Figure 1. Cells coloured by class.
(1 px per µm)
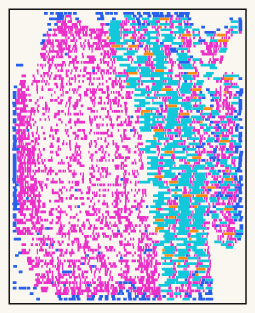
Figure 2. Signal wires by layer.
(1 px per µm)
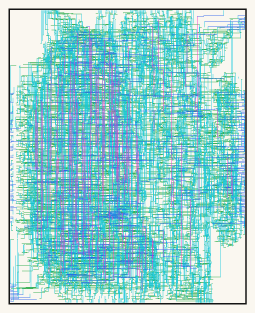
Figure 3. I/O pins on the die edge.
(1 px per µm) Pins as bars across the die edge, other pins in grey.
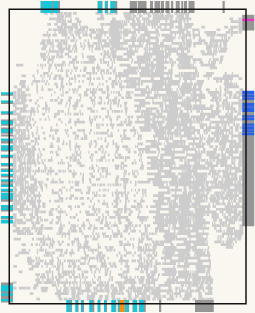
Design alu_ref_scoreboard, sky130hd; sources not shown.
==> results_dict.tcl <==
# yosys + openroad results
set metrics [dict create \
    crit_chain "clkdlybuf4s50_1 -> inv_1 -> ha_1 -> nand2_1 -> nor2_1 -> inv_1 -> nor2_1 -> inv_1 -> nor3_1 -> nand4_1 -> nand3_1 -> nand2_1 -> nand3_1 -> nand3_1" \
    grt_pass1_vias 27400 \
    reg2regPathDepth 17 \
    crit_fanout 12 \
    cts_tree "yes" \
    status "finished clean" \
    synthMuxAreaShare_pct 0 \
    ys_cells 3965 \
    synth_cells 3965 \
    syn_area_um2 28080 \
    syn_to_final_growth_pct 17.74 \
    start_kind "primary input" \
    numCtsBuffers 34 \
    worst_pin_slew_ps 874.0 \
    syn_nets 4385 \
    grt_overflow 0 \
    path_class "primary input to flip-flop" \
    nNetsFinal 4621 \
    mostFrequentLayoutCells "921 x nand2_1, 534 x inv_1, 376 x nand3_1" \
    yosysWarnings 0 \
    cpPeakStageDelay_ps 650 \
    end_kind "flip-flop" \
    synth_flop_count 372 \
    hold_depth 2 \
    clkSinkCount 372 \
    worstPathArrival_ps 5060 \
    fin_crit_ps 4895 \
    fp_util_pct 42.18 \
    drive_gt1_share_pct 3.053 \
    synthXorXnorAreaFrac_pct 1.216 \
    synth-edff-count 264 \
    power_mw 6.674 \
    fmax_mhz 204.3 \
    yosys.area.top_type_share_pct 28.23 \
    tool_warnings 174 \
    via_per_inst 5.570 \
    postSynthSeqShare_pct 35.93 \
    clkLatencyLatePin_ps 530 \
    setup_viol 0 \
    core_um2 66580 \
    ff2ff_setup_slack_ps 2310 \
    nFillCells 6644 \
    maxCapViolCount 0 \
    ir_drop_mv 0.1643 \
    drcViolationCount 0 \
    ctsHoldBuffers 0 \
    top_cells_by_count "921 x nand2_1, 536 x inv_1, 378 x nor2_1" \
    htreeDepth 2 \
]
## Picture notes: Figure 1
Blue stands for other buffers and delay cells, cells 354. Magenta stands for all other logic, cells 3439. Cyan stands for flip-flops, cells 372. Orange stands for clock drivers and dummy loads, cells 61.
utilization after layout: 49.66%
row count: 106

## Picture notes: Figure 2
Cyan stands for met2, wire length 55.3 mm. Green stands for met1, wire length 43.6 mm. Blue stands for met3, wire length 7620 µm. Magenta stands for met4, wire length 6860 µm.
DR vias: 28360
GRT Util Overall: 32.04%
Routed wire per std cell: 22.27 µm

## Picture notes: Figure 3
Magenta stands for `flush_i`, pins 1, direction input, edge right. Blue stands for `err_cnt_o`, pins 16, direction output, edge right. Orange stands for `op_i`, pins 4, direction input, edge bottom. Cyan stands for `operand_b_i`, pins 64, direction input, edge 31 left, 18 bottom, 15 top.
die width: 235.3 µm
IO Port Bufs: 301

## cell families after synthesis
| family | after synthesis |
|---|---|
| AOI/OAI and AO/OA | 797 |
| xor gates and xnor gates | 39 |
| adders and majority gates | 218 |
| buffers and inverters | 695 |
| DFF | 372 |
| and+or+nand+nor | 1844 |
## critical path, delay by kind of cell
family / cells / cell delay [ps]
buffers and inverters: 4 / 790
adder cells (fa/ha/maj): 1 / 570
AND/OR/NAND/NOR: 9 / 2220
## through the flow
stage	utilization [%]	hold WS (ps)	worst slack, ps	std cells	area [µm²]
5_1_grt	49.66	503.6	901.1	5090	33060
3_5_place_dp	48.04	472.1	597.5	5028	31980
6_report	49.66	475.1	1005	5091	33060
4_1_cts	49.63	481.3	1144	5089	33040
3_3_place_gp	47.98	469.8	449.9	5025	31950
2_1_floorplan	-	447.1	692.8	3965	28080
## layout make-up
class                           instances  area (µm²)  area share, %
Clock buffer                           39       869.6          2.630
Inverter                              541        2036          6.157
Antenna cell                            1       2.502       0.007569
Multi-Input combinational cell       2898       15290          46.25
Timing Repair Buffer                  354        3501          10.59
Clock inverter                         22       186.4         0.5639
Sequential cell                       372       10090          30.53
Tap cell                              864        1081          3.270
## routing by layer
layer | vias up | wire length (µm) | GRT usage [%]
met5 | - | 0 | 0
met4 | 0 | 6857 | 17.29
met3 | 271 | 7622 | 4.030
met2 | 1185 | 55250 | 56.70
met1 | 13250 | 43640 | 37.88
li1 | 13660 | - | -
## power breakdown
part	switching, mW	leakage, nW	internal (mW)
logic	1.16	10.1	0.516
clock network	0.978	0.521	1.16
registers	0.0111	3.32	2.85
Power is estimated from default activity; no workload was simulated.
